Cell sizes after repair:
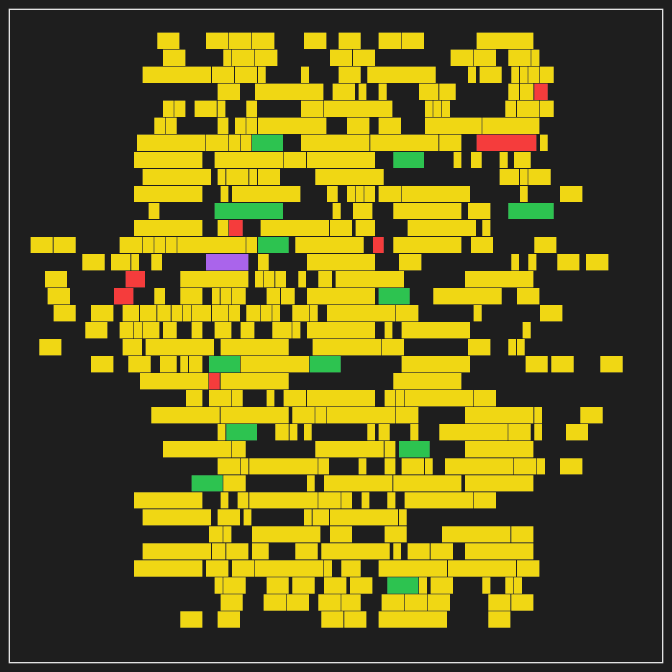
Signal metal coverage by tile:
21 x 21 tiles, from dark blue (low) to red (high), scaled to the fullest tile. Values are wire area over tile area, all layers added.
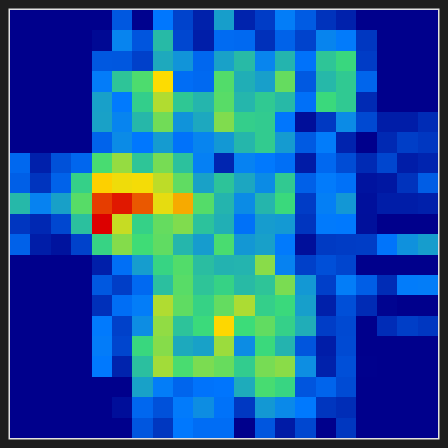
Clock network drawn from the DEF:
Scale bar: 20 um.
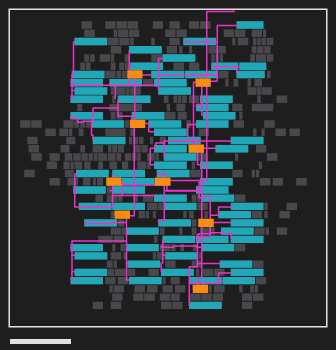
[config.mk]
export PLATFORM = sky130hd
export DESIGN_NAME = imm_gen_pipe
export DESIGN_NICKNAME = d
export VERILOG_FILES = /design/src/rtl/imm_gen_pipe.sv
export SDC_FILE = /design/constraint.sdc
export NUM_CORES = 1
export LEC_CHECK = 0
export CAP_MARGIN = 25
export CORE_MARGIN = 3
export CORE_UTILIZATION = 36
export DETAILED_ROUTE_END_ITERATION = 8
export MAX_ROUTING_LAYER = met4
export PLACE_DENSITY = 0.71
export RECOVER_POWER = 100
export SKIP_LAST_GASP = 1
export SLEW_MARGIN = 0
export SYNTH_ARGS = -nofsm -noshare
export SYNTH_HDL_FRONTEND = slang
export SYNTH_SLANG_ARGS = --single-unit
[constraint.sdc]
create_clock -name clk_i -period 7.2 [get_ports clk_i]
set_input_delay 1.08 -clock clk_i [delete_from_list [all_inputs] [get_ports clk_i]]
set_output_delay 1.08 -clock clk_i [all_outputs]
set_load 0.03 [all_outputs]
[src/rtl/imm_gen_pipe.sv]
// imm_gen_pipe: registered immediate generator for the decode stage.
//
// Each accepted instruction is classified from opcode/funct3, turned into an
// immediate select code and a full XLEN-bit immediate, and written into a
// DEPTH-entry in-order FIFO. The FIFO output side is a valid/ready handshake.
//
// Optional feature macro: IMM_ILLEGAL_EN (adds illegal_o and per-entry flag).
//
// Ports
//   clk_i        rising-edge clock
//   rst_i        asynchronous active-high reset, empties the FIFO
//   flush_i      synchronous flush, empties the FIFO (wins over push/pop)
//   in_valid_i   instr_i is valid
//   in_ready_o   FIFO has room (registered occupancy only)
//   instr_i      32-bit instruction word
//   out_valid_o  head entry valid
//   out_ready_i  consumer takes the head entry
//   imm_o        head immediate (zero when empty)
//   imm_sel_o    head select code (zero when empty)
//   illegal_o    head carries an unrecognised encoding (IMM_ILLEGAL_EN only)
module imm_gen_pipe #(
   parameter int XLEN  = 32,
   parameter int DEPTH = 2
) (
   input  logic            clk_i,
   input  logic            rst_i,
   input  logic            flush_i,
   input  logic            in_valid_i,
   output logic            in_ready_o,
   input  logic [31:0]     instr_i,
   output logic            out_valid_o,
   input  logic            out_ready_i,
   output logic [XLEN-1:0] imm_o,
   output logic [2:0]      imm_sel_o
`ifdef IMM_ILLEGAL_EN
   ,
   output logic            illegal_o
`endif
);

   localparam int PTR_W = (DEPTH > 1) ? $clog2(DEPTH) : 1;
   localparam int CNT_W = $clog2(DEPTH + 1);
   localparam logic [PTR_W-1:0] PTR_LAST = PTR_W'(DEPTH - 1);
   localparam logic [CNT_W-1:0] CNT_FULL = CNT_W'(DEPTH);

   // Widen a 32-bit immediate to XLEN; zext selects zero fill over sign fill.
   function automatic logic [XLEN-1:0] extend(input logic [31:0] v, input logic zext);
      logic [XLEN-1:0] r;
      r       = {XLEN{~zext & v[31]}};
      r[31:0] = v;
      return r;
   endfunction

   // Pointers wrap explicitly so DEPTH need not be a power of two.
   function automatic logic [PTR_W-1:0] next_ptr(input logic [PTR_W-1:0] p);
      return (p == PTR_LAST) ? '0 : p + PTR_W'(1);
   endfunction

   logic [4:0]  op;
   logic [2:0]  f3;
   logic [2:0]  sel_d;
   logic [31:0] imm32_d;
   logic        unused_opc_lsbs;

   assign op = instr_i[6:2];
   assign f3 = instr_i[14:12];
   // Low opcode bits are always 11 for 32-bit encodings and carry no format info.
   assign unused_opc_lsbs = ^instr_i[1:0];

`ifdef IMM_ILLEGAL_EN
   logic ill_d;
`endif

   always_comb begin
      sel_d   = 3'b000;
      imm32_d = {{20{instr_i[31]}}, instr_i[31:20]};
`ifdef IMM_ILLEGAL_EN
      ill_d   = 1'b0;
`endif
      case (op)
         5'b01100: begin
            imm32_d = '0;
         end
         5'b00100: begin
            if (f3 == 3'b011) sel_d = 3'b101;
         end
         5'b01000: begin
            sel_d   = 3'b001;
            imm32_d = {{20{instr_i[31]}}, instr_i[31:25], instr_i[11:7]};
         end
         5'b11000: begin
            // Unsigned-compare branches keep a signed offset; only the code differs.
            sel_d   = (f3[2:1] == 2'b11) ? 3'b111 : 3'b010;
            imm32_d = {{19{instr_i[31]}}, instr_i[31], instr_i[7],
                       instr_i[30:25], instr_i[11:8], 1'b0};
         end
         5'b01101, 5'b00101: begin
            sel_d   = 3'b100;
            imm32_d = {instr_i[31:12], 12'b0};
         end
         5'b11011: begin
            sel_d   = 3'b011;
            imm32_d = {{11{instr_i[31]}}, instr_i[31], instr_i[19:12],
                       instr_i[20], instr_i[30:21], 1'b0};
         end
         5'b11001: begin
`ifdef IMM_ILLEGAL_EN
            ill_d = (f3 != 3'b000);
`endif
         end
         default: begin
            // Loads, and every unrecognised opcode, take the load decode.
            if (f3 == 3'b100 || f3 == 3'b101) sel_d = 3'b101;
`ifdef IMM_ILLEGAL_EN
            ill_d = (op != 5'b00000);
`endif
         end
      endcase
      if (sel_d == 3'b101) imm32_d = {20'b0, instr_i[31:20]};
   end

   logic [PTR_W-1:0] wr_ptr;
   logic [PTR_W-1:0] rd_ptr;
   logic [CNT_W-1:0] count;
   logic             push;
   logic             pop;

   assign in_ready_o  = (count < CNT_FULL);
   assign out_valid_o = (count != '0);
   assign push        = in_valid_i && in_ready_o;
   assign pop         = out_valid_o && out_ready_i;

   // FIFO control state
   always_ff @(posedge clk_i or posedge rst_i) begin
      if (rst_i) begin
         wr_ptr <= '0;
         rd_ptr <= '0;
         count  <= '0;
      end else if (flush_i) begin
         wr_ptr <= '0;
         rd_ptr <= '0;
         count  <= '0;
      end else begin
         if (push) wr_ptr <= next_ptr(wr_ptr);
         if (pop)  rd_ptr <= next_ptr(rd_ptr);
         case ({push, pop})
            2'b10:   count <= count + CNT_W'(1);
            2'b01:   count <= count - CNT_W'(1);
            default: count <= count;
         endcase
      end
   end

   logic [XLEN-1:0] imm_mem [DEPTH];
   logic [2:0]      sel_mem [DEPTH];
`ifdef IMM_ILLEGAL_EN
   logic            ill_mem [DEPTH];
`endif

   // FIFO storage: data only, no reset; empty entries are masked at the output
   always_ff @(posedge clk_i) begin
      if (push && !flush_i) begin
         imm_mem[wr_ptr] <= extend(imm32_d, sel_d == 3'b101);
         sel_mem[wr_ptr] <= sel_d;
`ifdef IMM_ILLEGAL_EN
         ill_mem[wr_ptr] <= ill_d;
`endif
      end
   end

   // Read mux; forcing zeros when empty gives reset-like outputs after reset/flush.
   assign imm_o     = out_valid_o ? imm_mem[rd_ptr] : '0;
   assign imm_sel_o = out_valid_o ? sel_mem[rd_ptr] : 3'b000;
`ifdef IMM_ILLEGAL_EN
   assign illegal_o = out_valid_o ? ill_mem[rd_ptr] : 1'b0;
`endif

endmodule

==> ci_impl_report.md <==
### Yosys + OpenROAD results

| Metric | Value |
|---|---|
| Status | `finished with violations` |
| Violated checks | `max-capacitance violations, max-slew violations` |
| Number of non-clock inverters | `5` |
| Non-Clock Buffer Area Fraction | `0.167` |
| Vias in the first global route | `2363` |
| Max cap viols | `3` |
| Mux share | `0.104` |
| Comb area share | `0.256` |
| Fmax achieved | `243 MHz` |
| Net Switching | `~0.26 mW` |
| Fa+ha+maj area frac | `0` |
| Core box area | `~9300 um2` |
| Combinational power | `about 0.18 mW` |
| Most frequent cells in the layout | `70 x edfxtp_1, 42 x nor2_1, 40 x dlygate4sd3_1` |
| Leakage | `around 1.6 nW` |
| Worst slew pin tran | `just over 2 ns` |
| Kind of critical path | `flop to primary output` |
| Uppermost layer routed | `met4` |
| Port bufs | `71` |
| Flop share of the area | `0.495` |
| EDFF count, synth | `about 70` |
| Reg2reg end | `imm_mem[1][20]$_DFFE_PP_` |
| Largest power group | `registers` |
| Log Warnings | `28` |
| Hold path cells | `2` |
| Synth Area per Inst | `roughly 12 um2` |
| Number of setup buffers added after CTS | `0` |
| Bufs w/o clock | `about 75` |
| Largest Register | `imm_mem` |
| Comb gate area | `1140 um2` |
| Cell accounting for the most synthesized area | `edfxtp_1` |
| Yosys cell types | `40` |
| Clock Path Buffers | `2` |
| Max FO, Critical Path | `36` |
| WL met1 | `around 3200 um` |
| Comb gates | `182` |
| Crit. End Element | `primary output` |
| Post_cts resized | `0` |
| Max incr delay on CP | `about 1.2 ns` |
| Post-Syn Area | `3470 um2` |
| Post-Place Setup Slack | `around 3.6 ns` |
| Wire length on met2 | `between 3000 and 4000 um` |
| Die W | `about 100 um` |
| Pwr per Cell Area | `about 220 nW/um2` |
| Worst Reg-to-Reg Cells | `4` |
| Post-route ant nets | `0` |
| Maximum vdd drop | `approximately 0.000093 V` |
| Cycle use final | `0.571` |
| Num Clock Sinks | `between 70 and 80` |
| Max H-tree Level | `3` |
| Core Util, Final | `0.478` |
| Top cell type's share of synthesized area | `0.605` |
| Internal power | `around 0.74 mW` |
| Fp_density | `0.372` |
| Top area cell types | `edfxtp_1 61%, mux2i_1 10%, nor2_1 4.6%` |
| Max-slew violation count | `around 110` |
| Power Total | `0.996 mW` |
| End of the worst hold path | `wr_ptr$_DFFE_PP0P_` |
| Final nets | `384` |
| Layout area overhead | `28.3%` |
| Sequential Area | `~2200 um2` |
| CTS tree | `done` |
| Num CTS Buffers | `9` |
| Synth async-reset ratio | `0.0541` |
| Seq_cells | `about 74` |
| DP Area | `between 4000 and 5000 um2` |
| Slowest stage cell, crit path | `clkbuf_1` |
| Yosys stat area | `between 3000 and 4000 um2` |
| Dpl cells | `about 460` |
| Max-slew headroom | `-0.360` |
| Critical Path Start Type | `flop` |
| Metal3 WL | `between 200 and 300 um` |
| Flops & latches, synth | `~74` |
| CTS hold repair buffers | `0` |
| # clk buffers | `13` |
| Crit path time final | `4.11 ns` |
| Grt total ovfl | `0` |
| Post-route DRC | `0` |
| Cells along the critical path | `nor2_2 > clkbuf_1 > nor2_1 > dlygate4sd3_1` |
| Layout clock area frac | `0.0424` |
| CP arrival | `slightly above 3 ns` |
| # fillers | `~850` |
| Final instance area | `roughly 4500 um2` |
## Picture notes: 'cell sizes after repair'
| size | colour | cells |
|---|---|---|
| drive 1 or less | yellow | 332 |
| drive 3 to 4 | purple | 1 |
| drive 6 and up | green | 12 |
| drive 2 | red | 7 |

## Picture notes: 'signal metal coverage by tile'
fullest tile: 0.47
tiles over half the peak: 12%
nearly empty tiles: 28%
mean over tiles: 0.11
Tot GR Track Use: 0.145
DR vias: 2339
Avg WL per Cell: 15.4 um

## Picture notes: 'clock network drawn from the DEF'
[clock wires] magenta | length: 839 um
[flip-flops] cyan | count: 74
[cells driving clock nets] orange | count: 9
routed clock nets: 10
Clock group: 0.308 mW
Fin Clk Skew: 0.00784 ns
Latency at later pin: 0.33 ns

==> cells in the mapped netlist (2+ instances only) <==
cell / instances
and3_1: 2
and2_1: 2
nor2b_1: 8
nand2_1: 17
nor2_1: 43
dfrtp_1: 4
nor3_1: 2
buf_4: 3
and2b_1: 2
nand3_1: 10
xor2_1: 3
clkbuf_1: 4
nand2b_1: 4
inv_1: 5
a21oi_1: 23
nor3b_1: 2
o21ai_0: 4
buf_6: 2
nand3b_1: 3
edfxtp_1: 70
buf_2: 8
or3b_2: 2
a22o_1: 4
mux2i_1: 36
==> routing by layer <==
| metal | global-route usage | vias up |
|---|---|---|
| li1 | - | 1146 |
| met1 | 0.168 | 1124 |
| met2 | 0.247 | 62 |
| met3 | 0.0267 | 7 |
| met4 | 0.0598 | 0 |
| met5 | - | - |
No activity file was given, so power comes from the tool's default toggle rates.
